run_1/m3.png
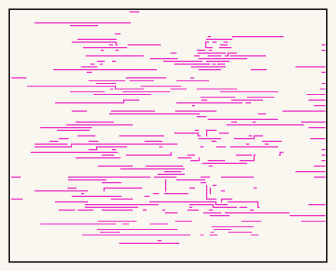
run_1/pinout.png
Pins as bars across the die edge, other pins in grey.
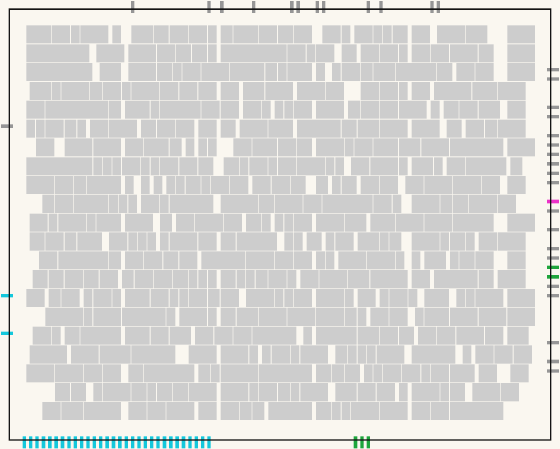
run_1/clock_wires.png
Scale bar: 20 um.
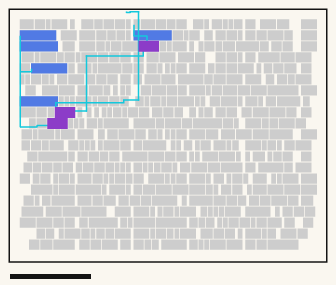
## config.mk

```make
export PLATFORM = sky130hd
export DESIGN_NAME = control_sequencer
export DESIGN_NICKNAME = d
export VERILOG_FILES = /design/src/rtl/cpu_defs_pkg.sv /design/src/rtl/instr_decoder.sv /design/src/rtl/control_sequencer.sv
export SDC_FILE = /design/constraint.sdc
export NUM_CORES = 1
export LEC_CHECK = 0
export ABC_AREA = 1
export CORE_AREA = 2 2 76 60
export CTS_CLUSTER_DIAMETER = 120
export DETAILED_ROUTE_END_ITERATION = 8
export DIE_AREA = 0 0 78 62
export PLACE_DENSITY_LB_ADDON = 0.15
export SLEW_MARGIN = 0
export SYNTH_ARGS = -nofsm -noshare
export SYNTH_HDL_FRONTEND = slang
export SYNTH_HIERARCHICAL = 1
export SYNTH_SLANG_ARGS = --single-unit
```

## constraint.sdc

```tcl
create_clock -name clock -period 1.6 [get_ports clock]
set_clock_uncertainty 0.15 [all_clocks]
set_input_delay 0.16 -clock clock [delete_from_list [all_inputs] [get_ports clock]]
set_output_delay 0.16 -clock clock [all_outputs]
set_load 0.02 [all_outputs]
```

## src/rtl/cpu_defs_pkg.sv

```systemverilog
// Shared definitions for the multi-cycle control unit: opcodes, ALU codes,
// sequencer states and instruction-register field positions.
package cpu_defs_pkg;

  localparam int OPC_MSB = 31;
  localparam int OPC_LSB = 27;
  localparam int RA_MSB  = 26;
  localparam int RA_LSB  = 23;
  localparam int RB_MSB  = 22;
  localparam int RB_LSB  = 19;
  localparam int RC_MSB  = 18;
  localparam int RC_LSB  = 15;
  localparam int C_MSB   = 18;
  localparam int C_LSB   = 0;

  localparam logic [4:0] OP_LD   = 5'b00000;
  localparam logic [4:0] OP_LDI  = 5'b00001;
  localparam logic [4:0] OP_ST   = 5'b00010;
  localparam logic [4:0] OP_ADD  = 5'b00011;
  localparam logic [4:0] OP_SUB  = 5'b00100;
  localparam logic [4:0] OP_AND  = 5'b00101;
  localparam logic [4:0] OP_OR   = 5'b00110;
  localparam logic [4:0] OP_ROR  = 5'b00111;
  localparam logic [4:0] OP_ROL  = 5'b01000;
  localparam logic [4:0] OP_SHR  = 5'b01001;
  localparam logic [4:0] OP_SHRA = 5'b01010;
  localparam logic [4:0] OP_SHL  = 5'b01011;
  localparam logic [4:0] OP_ADDI = 5'b01100;
  localparam logic [4:0] OP_ANDI = 5'b01101;
  localparam logic [4:0] OP_ORI  = 5'b01110;
  localparam logic [4:0] OP_MUL  = 5'b01111;
  localparam logic [4:0] OP_DIV  = 5'b10000;
  localparam logic [4:0] OP_NEG  = 5'b10001;
  localparam logic [4:0] OP_NOT  = 5'b10010;
  localparam logic [4:0] OP_BR   = 5'b10011;
  localparam logic [4:0] OP_JR   = 5'b10100;
  localparam logic [4:0] OP_JAL  = 5'b10101;
  localparam logic [4:0] OP_IN   = 5'b10110;
  localparam logic [4:0] OP_OUT  = 5'b10111;
  localparam logic [4:0] OP_MFHI = 5'b11000;
  localparam logic [4:0] OP_MFLO = 5'b11001;
  localparam logic [4:0] OP_NOP  = 5'b11010;
  localparam logic [4:0] OP_HALT = 5'b11011;

  // ALU code set differs from the opcode numbering for the shift/rotate group
  localparam logic [4:0] ALU_NONE = 5'b00000;
  localparam logic [4:0] ALU_ADD  = 5'b00011;
  localparam logic [4:0] ALU_SUB  = 5'b00100;
  localparam logic [4:0] ALU_AND  = 5'b00101;
  localparam logic [4:0] ALU_OR   = 5'b00110;
  localparam logic [4:0] ALU_SHR  = 5'b00111;
  localparam logic [4:0] ALU_SHRA = 5'b01000;
  localparam logic [4:0] ALU_SHL  = 5'b01001;
  localparam logic [4:0] ALU_ROR  = 5'b01010;
  localparam logic [4:0] ALU_ROL  = 5'b01011;
  localparam logic [4:0] ALU_MUL  = 5'b01111;
  localparam logic [4:0] ALU_DIV  = 5'b10000;
  localparam logic [4:0] ALU_NEG  = 5'b10001;
  localparam logic [4:0] ALU_NOT  = 5'b10010;

  typedef enum logic [3:0] {
    S_RESET, S_FETCH0, S_FETCH1, S_FETCH2,
    S_T3, S_T4, S_T5, S_T6, S_T7, S_HALT
  } state_t;

  typedef struct packed {
    logic alu_reg;
    logic alu_imm;
    logic mul_div;
    logic unary;
    logic ld;
    logic ldi;
    logic st;
    logic br;
    logic jr;
    logic jal;
    logic in_port;
    logic out_port;
    logic mfhi;
    logic mflo;
    logic halt;
  } instr_class_t;

  function automatic state_t next_exec_state(input state_t s);
    case (s)
      S_T3:    return S_T4;
      S_T4:    return S_T5;
      S_T5:    return S_T6;
      S_T6:    return S_T7;
      default: return S_FETCH0;
    endcase
  endfunction

endpackage

```

## src/rtl/instr_decoder.sv

```systemverilog
// Opcode to instruction-class one-hot decode, the final execute step of each
// class, and the ALU code issued during the execute sequence.
module instr_decoder
  import cpu_defs_pkg::*;
(
  input  logic [4:0]   opcode,
  output instr_class_t cls,
  output logic         is_exec,
  output state_t       last_state,
  output logic [4:0]   exec_alu_op
);

  always_comb begin
    cls         = '0;
    exec_alu_op = ALU_NONE;
    case (opcode)
      OP_ADD:  begin cls.alu_reg = 1'b1; exec_alu_op = ALU_ADD;  end
      OP_SUB:  begin cls.alu_reg = 1'b1; exec_alu_op = ALU_SUB;  end
      OP_AND:  begin cls.alu_reg = 1'b1; exec_alu_op = ALU_AND;  end
      OP_OR:   begin cls.alu_reg = 1'b1; exec_alu_op = ALU_OR;   end
      OP_ROR:  begin cls.alu_reg = 1'b1; exec_alu_op = ALU_ROR;  end
      OP_ROL:  begin cls.alu_reg = 1'b1; exec_alu_op = ALU_ROL;  end
      OP_SHR:  begin cls.alu_reg = 1'b1; exec_alu_op = ALU_SHR;  end
      OP_SHRA: begin cls.alu_reg = 1'b1; exec_alu_op = ALU_SHRA; end
      OP_SHL:  begin cls.alu_reg = 1'b1; exec_alu_op = ALU_SHL;  end
      OP_ADDI: begin cls.alu_imm = 1'b1; exec_alu_op = ALU_ADD;  end
      OP_ANDI: begin cls.alu_imm = 1'b1; exec_alu_op = ALU_AND;  end
      OP_ORI:  begin cls.alu_imm = 1'b1; exec_alu_op = ALU_OR;   end
      OP_MUL:  begin cls.mul_div = 1'b1; exec_alu_op = ALU_MUL;  end
      OP_DIV:  begin cls.mul_div = 1'b1; exec_alu_op = ALU_DIV;  end
      OP_NEG:  begin cls.unary   = 1'b1; exec_alu_op = ALU_NEG;  end
      OP_NOT:  begin cls.unary   = 1'b1; exec_alu_op = ALU_NOT;  end
      OP_LD:   cls.ld       = 1'b1;
      OP_LDI:  cls.ldi      = 1'b1;
      OP_ST:   cls.st       = 1'b1;
      OP_BR:   cls.br       = 1'b1;
      OP_JR:   cls.jr       = 1'b1;
      OP_JAL:  cls.jal      = 1'b1;
      OP_IN:   cls.in_port  = 1'b1;
      OP_OUT:  cls.out_port = 1'b1;
      OP_MFHI: cls.mfhi     = 1'b1;
      OP_MFLO: cls.mflo     = 1'b1;
      OP_HALT: cls.halt     = 1'b1;
      default: cls = '0;
    endcase
  end

  // nop and undefined opcodes leave every class bit low and skip execute
  assign is_exec = (cls != '0) && !cls.halt;

  always_comb begin
    last_state = S_FETCH0;
    if (cls.jr || cls.in_port || cls.out_port || cls.mfhi || cls.mflo)
      last_state = S_T3;
    else if (cls.unary || cls.jal)
      last_state = S_T4;
    else if (cls.alu_reg || cls.alu_imm || cls.ldi)
      last_state = S_T5;
    else if (cls.mul_div || cls.br)
      last_state = S_T6;
    else if (cls.ld || cls.st)
      last_state = S_T7;
  end

endmodule

```

## src/rtl/control_sequencer.sv

```systemverilog
// Hardwired multi-cycle control unit: steps fetch/decode/execute and decodes
// every datapath strobe and the ALU opcode from the current state and IR.
module control_sequencer
  import cpu_defs_pkg::*;
#(
  parameter int RESET_PC_HOLD = 1
) (
  input  logic        clock,
  input  logic        clear_n,
  input  logic [31:0] ir,
  input  logic        con_ff,
  input  logic        stop,
  output logic [4:0]  alu_op,
  output logic        pc_out, mdr_out, zhigh_out, zlow_out,
  output logic        hi_out, lo_out, c_out, inport_out,
  output logic        pc_in, ir_in, mar_in, mdr_in, y_in,
  output logic        z_in, hi_in, lo_in, con_in, outport_in,
  output logic        gra, grb, grc, r_in, r_out, ba_out, r15_sel,
  output logic        inc_pc, mem_read, mem_write,
  output logic        run
);

  localparam int CNT_W = (RESET_PC_HOLD > 1) ? $clog2(RESET_PC_HOLD) : 1;

  state_t             state, state_next;
  logic [CNT_W-1:0]   hold_cnt;
  logic               hold_done;
  instr_class_t       cls;
  logic               is_exec;
  state_t             last_state;
  logic [4:0]         exec_alu_op;

  // Only the opcode steers sequencing; operand fields go straight to the datapath
  logic unused_ir_fields;
  assign unused_ir_fields = ^ir[RA_MSB:C_LSB];

  instr_decoder u_decoder (
    .opcode      (ir[OPC_MSB:OPC_LSB]),
    .cls         (cls),
    .is_exec     (is_exec),
    .last_state  (last_state),
    .exec_alu_op (exec_alu_op)
  );

  always_ff @(posedge clock or negedge clear_n) begin
    if (!clear_n) state <= S_RESET;
    else          state <= state_next;
  end

  always_ff @(posedge clock or negedge clear_n) begin
    if (!clear_n)              hold_cnt <= '0;
    else if (state == S_RESET) hold_cnt <= hold_cnt + CNT_W'(1);
  end

  assign hold_done = (hold_cnt == CNT_W'(RESET_PC_HOLD - 1));

  always_comb begin
    state_next = state;
    case (state)
      S_RESET:  if (hold_done) state_next = S_FETCH0;
      S_FETCH0: state_next = stop ? S_HALT : S_FETCH1;
      S_FETCH1: state_next = S_FETCH2;
      S_FETCH2: begin
        if (cls.halt)      state_next = S_HALT;
        else if (!is_exec) state_next = S_FETCH0;
        else               state_next = S_T3;
      end
      S_T3, S_T4, S_T5, S_T6, S_T7:
        state_next = (state == last_state) ? S_FETCH0 : next_exec_state(state);
      S_HALT:   state_next = S_HALT;
      default:  state_next = S_RESET;
    endcase
  end

  always_comb begin
    alu_op = ALU_NONE;
    pc_out = 1'b0; mdr_out = 1'b0; zhigh_out = 1'b0; zlow_out = 1'b0;
    hi_out = 1'b0; lo_out = 1'b0; c_out = 1'b0; inport_out = 1'b0;
    pc_in = 1'b0; ir_in = 1'b0; mar_in = 1'b0; mdr_in = 1'b0; y_in = 1'b0;
    z_in = 1'b0; hi_in = 1'b0; lo_in = 1'b0; con_in = 1'b0; outport_in = 1'b0;
    gra = 1'b0; grb = 1'b0; grc = 1'b0; r_in = 1'b0; r_out = 1'b0;
    ba_out = 1'b0; r15_sel = 1'b0;
    inc_pc = 1'b0; mem_read = 1'b0; mem_write = 1'b0;
    run = 1'b0;
    case (state)
      S_FETCH0: begin
        run = 1'b1; pc_out = 1'b1; mar_in = 1'b1; inc_pc = 1'b1;
        z_in = 1'b1; alu_op = ALU_ADD;
      end
      S_FETCH1: begin
        run = 1'b1; zlow_out = 1'b1; pc_in = 1'b1; mem_read = 1'b1; mdr_in = 1'b1;
      end
      S_FETCH2: begin
        run = 1'b1; mdr_out = 1'b1; ir_in = 1'b1;
      end
      S_T3: begin
        run = 1'b1;
        if (cls.alu_reg || cls.alu_imm) begin grb = 1'b1; r_out = 1'b1; y_in = 1'b1; end
        else if (cls.mul_div) begin gra = 1'b1; r_out = 1'b1; y_in = 1'b1; end
        else if (cls.unary) begin
          grb = 1'b1; r_out = 1'b1; z_in = 1'b1; alu_op = exec_alu_op;
        end
        else if (cls.ld || cls.ldi || cls.st) begin grb = 1'b1; ba_out = 1'b1; y_in = 1'b1; end
        else if (cls.br) begin gra = 1'b1; r_out = 1'b1; con_in = 1'b1; end
        else if (cls.jr) begin gra = 1'b1; r_out = 1'b1; pc_in = 1'b1; end
        else if (cls.jal) begin pc_out = 1'b1; r15_sel = 1'b1; r_in = 1'b1; end
        else if (cls.in_port) begin inport_out = 1'b1; gra = 1'b1; r_in = 1'b1; end
        else if (cls.out_port) begin gra = 1'b1; r_out = 1'b1; outport_in = 1'b1; end
        else if (cls.mfhi) begin hi_out = 1'b1; gra = 1'b1; r_in = 1'b1; end
        else if (cls.mflo) begin lo_out = 1'b1; gra = 1'b1; r_in = 1'b1; end
      end
      S_T4: begin
        run = 1'b1;
        if (cls.alu_reg) begin
          grc = 1'b1; r_out = 1'b1; z_in = 1'b1; alu_op = exec_alu_op;
        end
        else if (cls.alu_imm) begin c_out = 1'b1; z_in = 1'b1; alu_op = exec_alu_op; end
        else if (cls.mul_div) begin
          grb = 1'b1; r_out = 1'b1; z_in = 1'b1; alu_op = exec_alu_op;
        end
        else if (cls.unary) begin zlow_out = 1'b1; gra = 1'b1; r_in = 1'b1; end
        else if (cls.ld || cls.ldi || cls.st) begin c_out = 1'b1; z_in = 1'b1; alu_op = ALU_ADD; end
        else if (cls.br) begin pc_out = 1'b1; y_in = 1'b1; end
        else if (cls.jal) begin gra = 1'b1; r_out = 1'b1; pc_in = 1'b1; end
      end
      S_T5: begin
        run = 1'b1;
        if (cls.alu_reg || cls.alu_imm || cls.ldi) begin zlow_out = 1'b1; gra = 1'b1; r_in = 1'b1; end
        else if (cls.mul_div) begin zlow_out = 1'b1; lo_in = 1'b1; end
        else if (cls.ld || cls.st) begin zlow_out = 1'b1; mar_in = 1'b1; end
        else if (cls.br) begin c_out = 1'b1; z_in = 1'b1; alu_op = ALU_ADD; end
      end
      S_T6: begin
        run = 1'b1;
        if (cls.mul_div) begin zhigh_out = 1'b1; hi_in = 1'b1; end
        else if (cls.ld) begin mem_read = 1'b1; mdr_in = 1'b1; end
        else if (cls.st) begin gra = 1'b1; r_out = 1'b1; mdr_in = 1'b1; end
        else if (cls.br) begin zlow_out = 1'b1; pc_in = con_ff; end
      end
      S_T7: begin
        run = 1'b1;
        if (cls.ld) begin mdr_out = 1'b1; gra = 1'b1; r_in = 1'b1; end
        else if (cls.st) mem_write = 1'b1;
      end
      default: run = 1'b0;
    endcase
  end

endmodule

```

==> job_summary.md, run 1 <==
### Metrics collected by this job

| Metric | Value |
|---|---|
| Status | finished with violations |
| Failing checks | setup timing |
| CTS Hold Bufs | 0 |
| Met2 wire length | between 4000 and 5000 um |
| Met1 Usage GRT | 0.365 |
| CTS buffer count | 3 |
| DIE HEIGHT | 62 um |
| Port Buffers | between 40 and 50 |
| Area post-placement | ~2800 um^2 |
| Sequential share of the synthesized area | 0.0829 |
| Non-Clock Buffer Area Fraction | 0.409 |
| Area leader share | 0.174 |
| Number of diodes | 0 |
| Synth Warn # | 6 |
| Comb pwr share | 0.850 |
| M3 GR Usage | 0.0376 |
| Log Warnings | around 56 |
| MUX area fraction | 0 |
| AO/OA Area Share | 0.153 |
| Root buf cell | clkbuf_8 |
| Ratio of cells with drive above 1 in the final layout | 0.705 |
| DR top layer | met4 |
| Layout clock buffer count | 3 |
| CP max stage delay | between 0.2 and 0.25 ns |
| TritonRoute pass-1 iters | 5 |
| CP most frequent cell | nor2_4 |
| Met3 WL post-DR | between 1000 and 1500 um |
| Initial antenna violation count | 0 |
| Design area | a little under 4000 um^2 |
| Ports | 70 |
| Fp util | 0.359 |
| Latency at later pin | 0.23 ns |
| Synthesized area | between 1500 and 2000 um^2 |
| Register bit total from synthesis | 5 |
| Power, Total | between 0.003 and 0.004 W |
| Post-Syn Instances | between 300 and 400 |
| Most frequent cells in the layout | 129 x buf_4, 41 x nand2_1, 38 x buf_6 |
| DRC viols | 0 |
| Die x size | approximately 80 um |
| Top class by area | multi-input combinational cells |
| Worst Setup Slack, final | -0.458 ns |
| Final HPWL DP | 4890 um |
| Layer with the highest usage | met2 |
| Clk buf depth | 2 |
| Ys cells | 301 |
| Adder Area Share | 0 |
| Number of nets in the layout | around 520 |
| WL/cell | between 20 and 25 um |
| Routed WL | around 11,000 um |
| Largest cells by area | nand2_1 17%, inv_1 13%, nor2_1 11% |
| Switching pwr | a little under 0.002 W |
| HP Class | primary input to asynchronous set/reset pin |
| Internal cell power | between 0.0015 and 0.002 W |
| Max cap viols | 0 |
| Non-Filler Instances | approximately 540 |
| Crit start category | primary input |
| Setup TNS | -12.62 ns |
| WP data arrival | about 1.8 ns |
| Slew @ Worst Pin | ~0.36 ns |
| Worst IR Drop VDD | about 1.3 mV |
| Top Registers | state x4, hold_cnt x1 |
| Slowest CP cell | nor2_4 |
| Signal buffers | around 180 |
| Leak | 1.91 nW |
| Crit path kind | primary input to output port |
| Clock H-tree levels | 1 |
| CTS tree | done |
| M1 WL | a little under 4000 um |
| Post-Syn Nets | 337 |
| Core ar. | roughly 4200 um^2 |
| Vias in the first global route | approximately 2,500 |
| Die Size | slightly below 5000 um^2 |
| Tcrit/Tclk final | 1.29 |
| Row count | 21 |
| Seq area share | 0.0332 |
| GRT overflow | 0 |
| Clock-cell share of area | 0.0119 |
| Tmin final | between 2 and 2.5 ns |
| Basic Gates by Area | 0.588 |
| ANT nets after route | 0 |
| Clk sink count | 5 |
| Via/cell ratio | around 6.0 |
| Rel. slew slack | 0.758 |
| Sequential cells | 5 |
| Gpl congestion | ~0.95 |
| Via count of the routed design | between 3,000 and 4,000 |
| Register with the most flip-flops | state |
| Comb area share | 0.455 |
| Syn_area_per_cell | 5.02 um^2 |
| Final setup violation count | 38 |
| Sw Ratio | 0.522 |
| PwrDens | between 900 and 1000 nW/um^2 |
| Worst Hold Slack | 0.0101 ns |
| Most area-hungry cell type in the Yosys netlist | nand2_1 |
| Distinct cells, synth | 31 |
| CP endpoint kind | output port |
| FILL cells | between 150 and 200 |
| Dpl cells | slightly below 500 |
| Initial drt markers | around 430 |
| Clock power frac | 0.066 |
| Sequential power share | 0.085 |
| Max Freq | 486 MHz |
| Gr usage total | 0.297 |
| Logic area | approximately 1800 um^2 |
| Fin. Hold Viols | 0 |
| TAP cells | 57 |
| Max-slew violations | 0 |
| Invs w/o clock | ~62 |
| XOR Share, Synth | 0 |
| Yosys stat chip area | 1510 um^2 |
| Commonest Layout Cell | buf_4 |
| Crit Path Max Fanout | 5 |
| M2 GR Usage | 0.557 |
| Pin count of the biggest net entering global routing | 11 |
| Combinational Gates | 229 |
| Storage element area | about 130 um^2 |
| Reg clk slew, reported paths | approximately 0.040 ns |
| Pre-CTS setup slack | -1.30 ns |
| Largest register FFs | 4 |
| Required @ worst endpoint | approximately 1.3 ns |
| Dominant comb cell | simple AND/OR/NAND/NOR gates |
| Layout Utilization | 0.924 |
| RSZ-0062 raised after global routing | true |
Back to the opening pictures, m3.png:
longest straight run = 26.4 um
wire length on this layer = 1,280 um
main direction = horizontal
nets with wire on the layer = 147
share of all routed wire = 12%

Back to the opening pictures, pinout.png:
cyan -> ir  # pins 32, direction input, edge 30 bottom, 2 left
green -> alu_op  # pins 5, direction output, edge 3 bottom, 2 right
magenta -> con_in  # pins 1, direction output, edge right

Back to the opening pictures, clock_wires.png:
blue -> flip-flops  # count 5
purple -> clock-net drivers  # count 3
cyan -> clock wires  # length 138 um
routed clock nets = 4

==> run 1: critical path, delay by kind of cell <==
family                 cells  cell delay [ns]
AND/OR/NAND/NOR            9             1.31
buffers and inverters      3             0.29
==> run 1: synth_stat cells <==
library cell / instances
nand2_4: 1
buf_4: 2
clkinv_1: 1
inv_4: 1
nor4_2: 1
nand4_1: 4
o21ai_0: 19
o211ai_1: 2
a21oi_1: 12
nand3_1: 33
o221ai_1: 1
nand2_1: 70
nor3_1: 7
o211a_1: 1
a21boi_0: 1
nor2_2: 9
inv_1: 52
inv_2: 8
nand3_4: 1
dfrtp_1: 5
o21ai_1: 1
o2bb2ai_1: 1
nor2_4: 5
o22ai_1: 1
o21bai_1: 2
nor4_1: 3
nor2_1: 45
nand3b_1: 2
nand2_2: 6
and2_1: 1
buf_2: 3
==> run 1: timing repair <==
item	4_1_cts	5_1_grt
setup buffers	24	19
pin swaps	45	45
gates resized	311	111
endpoints found under the setup margin	38	39
==> run 1: path summary, 6_finish.rpt <==
kind,cells past startpoint,start,endpoint,slack (ns)
setup / recovery,12,ir[29],pc_out,-0.46
hold / removal,1,clear_n,hold_cnt,0.01
setup reg to reg,10,state[2],state[3],-0.10
hold reg to reg,2,hold_cnt,hold_cnt,0.45
max in group asynchronous,1,clear_n,state[1],1.06
min in group clock,7,ir[28],state[3],0.41
==> run 1: power by group through the flow <==
stage	Sequential, W	Clock, W	Combinational [W]
3_5_place_dp	0.000269	0	0.00221
5_1_grt	0.000318	0.000257	0.00328
3_3_place_gp	0.000269	0	0.00218
6_report	0.000315	0.000244	0.00316
4_1_cts	0.000285	0.000246	0.00250
2_1_floorplan	0.000242	0	0.00111
==> run 1: logic make-up after synthesis <==
logic type,after synthesis
and+or+nand+nor,188
buffers and inverters,67
AOI/OAI and AO/OA,41
DFF,5
run_1/util_map.png
The die is cut into 8 by 6 equal tiles; white is low, dark blue is high, 0 to 100% covered.
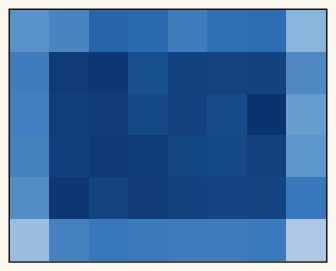

==> run 1 -> run 2 <==
--- a/config.mk
+++ b/config.mk
@@ -11,6 +11,7 @@
 export DETAILED_ROUTE_END_ITERATION = 8
 export DIE_AREA = 0 0 78 62
 export PLACE_DENSITY_LB_ADDON = 0.15
+export SKIP_LAST_GASP = 1
 export SLEW_MARGIN = 0
 export SYNTH_ARGS = -nofsm -noshare
 export SYNTH_HDL_FRONTEND = slang
run_2/util_map.png
The die is cut into 8 by 6 equal tiles; white is low, dark blue is high, 0 to 100% covered.
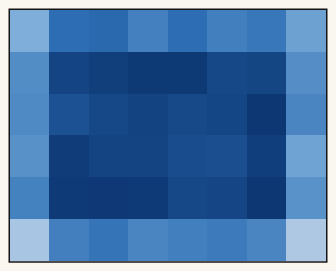
densest ninth of the die = centre
fullest tile = 97%
tiles over 75% full = 56%
Core ar.: 4200 um^2
fp util: 0.359
Layout Utilization: 0.912

run_2/m3.png
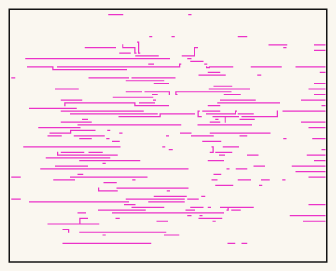
main direction = horizontal
longest straight run = 36.3 um
nets with wire on the layer = 120
Routed WL: 10,300 um
M3 GR Usage: 0.0419
via count of the routed design: 3,068

==> job_summary.md, run 2 <==
### Metrics collected by this job

| Metric | Value |
|---|---|
| Status | finished with violations |
| Failing checks | setup timing |
| Clock H-tree levels | 1 |
| Worst Setup Slack, final | -0.465 ns |
| TritonRoute pass-1 iters | 5 |
| Initial antenna violation count | 1 |
| M1 WL | a little under 4000 um |
| Dpl cells | between 400 and 500 |
| GRT overflow | 0 |
| Comb pwr share | 0.850 |
| Sequential share of the synthesized area | 0.0829 |
| Synthesized area | 1510 um^2 |
| Log Warnings | 56 |
| Ports | about 70 |
| Clock power frac | 0.067 |
| DR top layer | met4 |
| Slowest CP cell | dfrtp_2 |
| Via/cell ratio | about 5.7 |
| WP data arrival | approximately 1.8 ns |
| Crit Path Max Fanout | 7 |
| Seq. pwr | ~0.00032 W |
| Area Overhead vs Synth | 154% |
| Crit path kind | flip-flop to output port |
| Rel. slew slack | 0.773 |
| Asr flop ratio synth | 1.00 |
| CTS Hold Bufs | 0 |
| Top Registers | state x4, hold_cnt x1 |
| Latency at later pin | between 0.2 and 0.25 ns |
| Post-Syn Nets | about 340 |
| Max Freq | just under 500 MHz |
| Required @ worst endpoint | 1.29 ns |
| Met2 wire length | between 4000 and 5000 um |
| Final setup violation count | 38 |
| Sequential power share | 0.083 |
| Tmin final | 2.06 ns |
| CTS buffer count | 3 |
| Layer with the highest usage | met2 |
| CP endpoint kind | output port |
| Gpl congestion | ~0.95 |
| Post-Syn Instances | approximately 300 |
| CP most frequent cell | nand2_1 |
| Vias in the first global route | roughly 2,400 |
| PwrDens | between 900 and 1000 nW/um^2 |
| Synth Warn # | 6 |
| Basic Gates by Area | 0.588 |
| Clk. pwr | 0.000256 W |
| Largest register FFs | 4 |
| CTS tree | done |
| Top power group | combinational cells |
| CP Depth | 7 |
| Comb. pwr | between 0.003 and 0.004 W |
| Logic area | 1760 um^2 |
| Leak | approximately 1.9 nW |
| Cell Chain, Critical Path | inv_4, nor3_4, nand2_1, nand2_1, nor2_1, nand3_2, buf_6 |
| Met1 Usage GRT | 0.371 |
| XOR Share, Synth | 0 |
| Largest cells by area | nand2_1 17%, inv_1 13%, nor2_1 11% |
| Most frequent cells in the layout | 129 x buf_4, 41 x nand2_1, 41 x buf_6 |
| Internal cell power | approximately 0.0019 W |
| Yosys stat chip area | approximately 1500 um^2 |
| HP Class | primary input to asynchronous set/reset pin |
| Slew @ Worst Pin | between 0.3 and 0.4 ns |
| Synth top cells by count | 70 x nand2_1, 52 x inv_1, 45 x nor2_1 |
| Commonest Layout Cell | buf_4 |
| Register bit total from synthesis | 5 |
| Dominant comb cell | simple AND/OR/NAND/NOR gates |
| Reg clk slew, reported paths | 0.04 ns |
| CP max stage delay | between 0.5 and 0.6 ns |
| Ys cells | 301 |
| Met3 WL post-DR | 1060 um |
| WL/cell | about 19 um |
| Sw Ratio | 0.514 |
| Port Buffers | approximately 42 |
| CP top delay family | simple AND/OR/NAND/NOR gates |
| DIE HEIGHT | between 60 and 70 um |
| Gr usage total | 0.293 |
| Storage element area | 129 um^2 |
| RSZ-0062 raised after global routing | true |
| Final HPWL DP | roughly 4900 um |
| Distinct cells, synth | 31 |
| Flip-flops with a built-in enable | 0 |
| Row count | 21 |
| Fin. Hold Viols | 0 |
| Root buf cell | clkbuf_8 |
| Pin count of the biggest net entering global routing | 11 |
| First-pass GRT wire length | 11,200 um |
| Initial drt markers | between 300 and 400 |
| Area leader share | 0.174 |
| Tcrit/Tclk final | 1.29 |
| Non-Filler Instances | ~540 |
| R2R depth | 8 |
| Max-slew violations | 0 |
| Clk sink count | 5 |
| Ratio of cells with drive above 1 in the final layout | 0.696 |
| Die Size | 4840 um^2 |
| Max cap viols | 0 |
| Switching pwr | just under 0.002 W |
| Crit start category | flip-flop |
| AO/OA Area Share | 0.153 |
| Number of nets in the layout | 517 |
| Adder Area Share | 0 |
| Setup TNS | -12.63 ns |
| Die x size | ~80 um |
| Cell with the most instances after synthesis | nand2_1 |
| MUX area fraction | 0 |
| Synth Flop Type | dfrtp_1 |
| Register with the most flip-flops | state |
| Number of diodes | 0 |
| Most area-hungry cell type in the Yosys netlist | nand2_1 |
| DRC viols | 0 |
| FILL cells | 178 |
| Worst IR Drop VDD | 1.11 mV |
| WP buf/inv | 2 |
| M2 GR Usage | 0.537 |
| Syn_area_per_cell | 5.02 um^2 |
| Clk buf depth | 2 |
| ANT nets after route | 0 |
[run 2: netlist changes by cell type in the layout (fill, tap and decap cells not counted), moves of 2 or more]
| cell | delta |
|---|---|
| inv_1 | +2 |
| inv_4 | -4 |
| nor2_1 | -2 |
| buf_8 | -2 |
| nand3_2 | +3 |
| nand3_4 | -3 |
| buf_6 | +3 |
| a21oi_2 | -2 |
| a21oi_1 | +3 |
| buf_12 | -2 |
[run 2: metrics by stage]
step           hold slack, ns  total power [W]  worst slack, ns  cell area, um^2
2_1_floorplan          -0.286          0.00136           -0.247             1620
3_3_place_gp            0.254          0.00245            -1.25             2800
3_5_place_dp            0.251          0.00248            -1.30             2800
4_1_cts               0.00915          0.00301           -0.347             3360
5_1_grt                0.0140          0.00398           -0.497             3830
6_report              0.00822          0.00383           -0.465             3830
[run 2: final cells by class]
| type | count | share of cell area |
|---|---|---|
| Clock buffer | 3 | 0.0108 |
| Clock inverter | 1 | 0.00131 |
| Inverter | 62 | 0.0712 |
| Multi-Input combinational cell | 229 | 0.459 |
| Sequential cell | 5 | 0.0336 |
| Tap cell | 57 | 0.0186 |
| Timing Repair Buffer | 179 | 0.404 |
| Timing Repair inverter | 1 | 0.00131 |
[run 2: final timing paths]
check | start | endpoint | slack, ns
hold reg to reg | hold_cnt | hold_cnt | 0.39
min in group clock | hold_cnt | hold_cnt | 0.39
setup reg to reg | state[1] | state[1] | -0.26
hold / removal | clear_n | state[1] | 0.008
setup / recovery | state[1] | gra | -0.46
max in group asynchronous | clear_n | state[3] | 1.06
[run 2: repair_timing]
| action | CTS | global route |
|---|---|---|
| endpoints found under the setup margin | 38 | 39 |
| gates resized | 301 | 110 |
| buffers inserted | 24 | 17 |
| hold endpoints to repair | 0 | 0 |
| gates cloned | 0 | 1 |
| pin swaps | 44 | 43 |
run_2/clock_wires.png
Scale bar: 20 um.
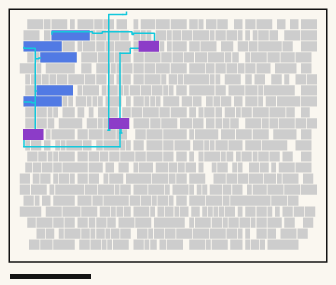

==> run 2 -> run 3 <==
--- a/config.mk
+++ b/config.mk
@@ -6,10 +6,10 @@
 export NUM_CORES = 1
 export LEC_CHECK = 0
 export ABC_AREA = 1
-export CORE_AREA = 2 2 76 60
+export CORE_AREA = 2 2 70 55
 export CTS_CLUSTER_DIAMETER = 120
 export DETAILED_ROUTE_END_ITERATION = 8
-export DIE_AREA = 0 0 78 62
+export DIE_AREA = 0 0 72 57
 export PLACE_DENSITY_LB_ADDON = 0.15
 export SKIP_LAST_GASP = 1
 export SLEW_MARGIN = 0
==> constraint.sdc (replaced) <==
create_clock -name clock -period 2.43 [get_ports clock]
set_clock_uncertainty 0.15 [all_clocks]
set_input_delay 0.243 -clock clock [delete_from_list [all_inputs] [get_ports clock]]
set_output_delay 0.243 -clock clock [all_outputs]
set_load 0.02 [all_outputs]
run_3/clock_wires.png
Scale bar: 20 um.
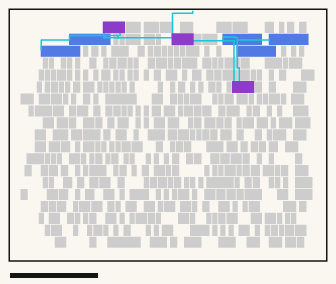
blue -> flip-flops  # count 5
cyan -> clock wires  # length 102 um
purple -> clock-net drivers  # count 3
routed clock nets = 4
Clk. pwr: 0.000157 W
Clock power frac: 0.109

==> job_summary.md, run 3 <==
### Metrics collected by this job

| Metric | Value |
|---|---|
| M1 WL | between 2000 and 3000 um |
| Via count of the routed design | 2,217 |
| Slew @ Worst Pin | 0.380 ns |
| DR top layer | met4 |
| Worst IR Drop VDD | approximately 0.55 mV |
| Setup TNS | 0 ns |
| Basic Gates by Area | 0.588 |
| PwrDens | between 500 and 600 nW/um^2 |
| Synthesized area | ~1500 um^2 |
| Port Buffers | approximately 42 |
| ANT nets after route | 0 |
| Max Freq | roughly 430 MHz |
| Register bit total from synthesis | 5 |
| Required @ worst endpoint | approximately 2 ns |
| Slowest CP cell | clkdlybuf4s50_1 |
| MUX area fraction | 0 |
| Routed WL | 5420 um |
| Tmin final | approximately 2.3 ns |
| Met1 Usage GRT | 0.404 |
| Max cap viols | 0 |
| Gr usage total | 0.271 |
| Latency at later pin | 0.22 ns |
| Fin. Hold Viols | 0 |
| AO/OA Area Share | 0.153 |
| DIE HEIGHT | between 50 and 60 um |
| Area Overhead vs Synth | 61.5% |
| Crit path kind | flip-flop to output port |
| Most frequent cells in the layout | 65 x nand2_1, 58 x buf_4, 50 x inv_1 |
| Area leader share | 0.174 |
| Largest register FFs | 4 |
| Adder Area Share | 0 |
| Fp util | 0.432 |
| M2 GR Usage | 0.426 |
| Syn_area_per_cell | about 5 um^2 |
| Gpl congestion | around 0.96 |
| Met2 wire length | 2300 um |
| Number of diodes | 0 |
| Synth Warn # | 6 |
| Dominant comb cell | simple AND/OR/NAND/NOR gates |
| Cell Chain, Critical Path | nor3_1, nand3_1, buf_4, nand2_1, clkdlybuf4s50_1 |
| Via/cell ratio | between 5 and 6 |
| Sequential share of the synthesized area | 0.0829 |
| Layer with the highest usage | met2 |
| Commonest Layout Cell | nand2_1 |
| WP buf/inv | 2 |
| CTS buffer count | 3 |
| Die x size | between 70 and 80 um |
| Die Size | ~4100 um^2 |
| TritonRoute pass-1 iters | 4 |
| GRT overflow | 0 |
| WP data arrival | between 1.5 and 2 ns |
| Final setup violation count | 0 |
| Tcrit/Tclk final | 0.966 |
| Max-slew violations | 0 |
| Distinct cells, synth | 31 |
| Layout Utilization | 0.698 |
| Initial drt markers | around 290 |
| Clk sink count | 5 |
| Ys cells | ~300 |
| Largest cells by area | nand2_1 17%, inv_1 13%, nor2_1 11% |
| CP endpoint kind | output port |
| Post-Syn Instances | 301 |
| Number of nets in the layout | roughly 440 |
| CTS Hold Bufs | 0 |
| Register with the most flip-flops | state |
| Log Warnings | 53 |
| DRC viols | 0 |
| CP top delay family | buffers and inverters |
| Cell with the most instances after synthesis | nand2_1 |
| Clk buf depth | 2 |
| Initial antenna violation count | 0 |
| Row count | 19 |
| Yosys stat chip area | approximately 1500 um^2 |
| Crit start category | flip-flop |
| Pin count of the biggest net entering global routing | 11 |
| Vias in the first global route | 1,999 |
| Met3 WL post-DR | about 460 um |
| Rel. slew slack | 0.745 |
| WL/cell | 12.3 um |
| Top Registers | state x4, hold_cnt x1 |
| RSZ-0062 raised after global routing | false |
| Ports | approximately 70 |
| Status | finished, final reports clean |
| Synth top cells by count | 70 x nand2_1, 52 x inv_1, 45 x nor2_1 |
| Most area-hungry cell type in the Yosys netlist | nand2_1 |
| CP max stage delay | slightly below 0.6 ns |
| Root buf cell | clkbuf_8 |
| Ratio of cells with drive above 1 in the final layout | 0.323 |
| M3 GR Usage | 0.0459 |
| Flip-flops with a built-in enable | 0 |
| XOR Share, Synth | 0 |
| Synth Flop Type | dfrtp_1 |
| CTS tree | done |
| Final HPWL DP | ~4500 um |
| Reg clk slew, reported paths | roughly 0.040 ns |
| Clock H-tree levels | 1 |
| Crit Path Max Fanout | 7 |
| Post-Syn Nets | approximately 340 |
| First-pass GRT wire length | between 8000 and 9000 um |
| Asr flop ratio synth | 1.00 |
| Leak | roughly 1.4 nW |
| HP Class | primary input to asynchronous set/reset pin |
run_3/placed.png
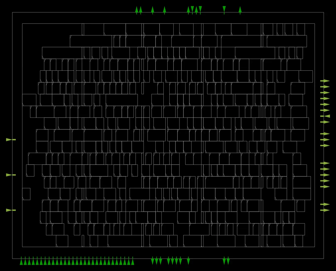
TAP cells: 42
Core ar.: 3490 um^2
FILL cells: 368
sequential cells: 5

run 3: cell counts after synthesis:
Identical to the previous run, type by type.
run 3: what timing repair did:
item / in CTS / in global routing
endpoints found under the hold margin: 0 / 0
pin swaps: 5 / 2
endpoints found under the setup margin: 31 / 24
setup buffers: 2 / 1
resized: 98 / 17
run 3: final cells by class:
cell class,instances,area [um^2]
Multi-Input combinational cell,229,1180
Tap cell,42,52.6
Fill cell,368,1060
Timing Repair Buffer,100,795
Clock buffer,4,45.0
Inverter,62,236
Sequential cell,5,126
run 3: final timing paths:
kind	from	to	slack (ns)	cells after the start
worst max-delay path	state[1]	mdr_out	0.08	5
worst min-delay path	clear_n	state[0]	0.10	1
worst max register to register	state[0]	state[3]	0.87	7
worst min register to register	hold_cnt	hold_cnt	0.35	2
max in group asynchronous	clear_n	state[3]	1.81	1
min in group clock	hold_cnt	hold_cnt	0.35	2
run 3: metrics by stage:
| step | hold slack (ns) | cells | power, W | cell area [um^2] | worst slack, ns |
|---|---|---|---|---|---|
| 6_report | 0.103 | 442 | 0.00144 | 2440 | 0.0815 |
| 5_1_grt | 0.122 | 442 | 0.00154 | 2440 | 0.00537 |
| 4_1_cts | 0.110 | 441 | 0.00143 | 2450 | 0.0202 |
| 3_5_place_dp | 0.345 | 435 | 0.00131 | 2380 | -0.617 |
| 3_3_place_gp | 0.342 | 435 | 0.00130 | 2380 | -0.572 |
| 2_1_floorplan | -0.203 | 301 | 0.000860 | 1510 | 0.199 |
run 3: power by group:
group	internal (W)	switching (W)	total (W)
logic	0.000403	0.000677	0.00108
registers	0.000124	0.0000773	0.000202
clock network	0.000113	0.0000443	0.000157
total	0.000641	0.000799	0.00144
No activity file was given, so power comes from the tool's default toggle rates.
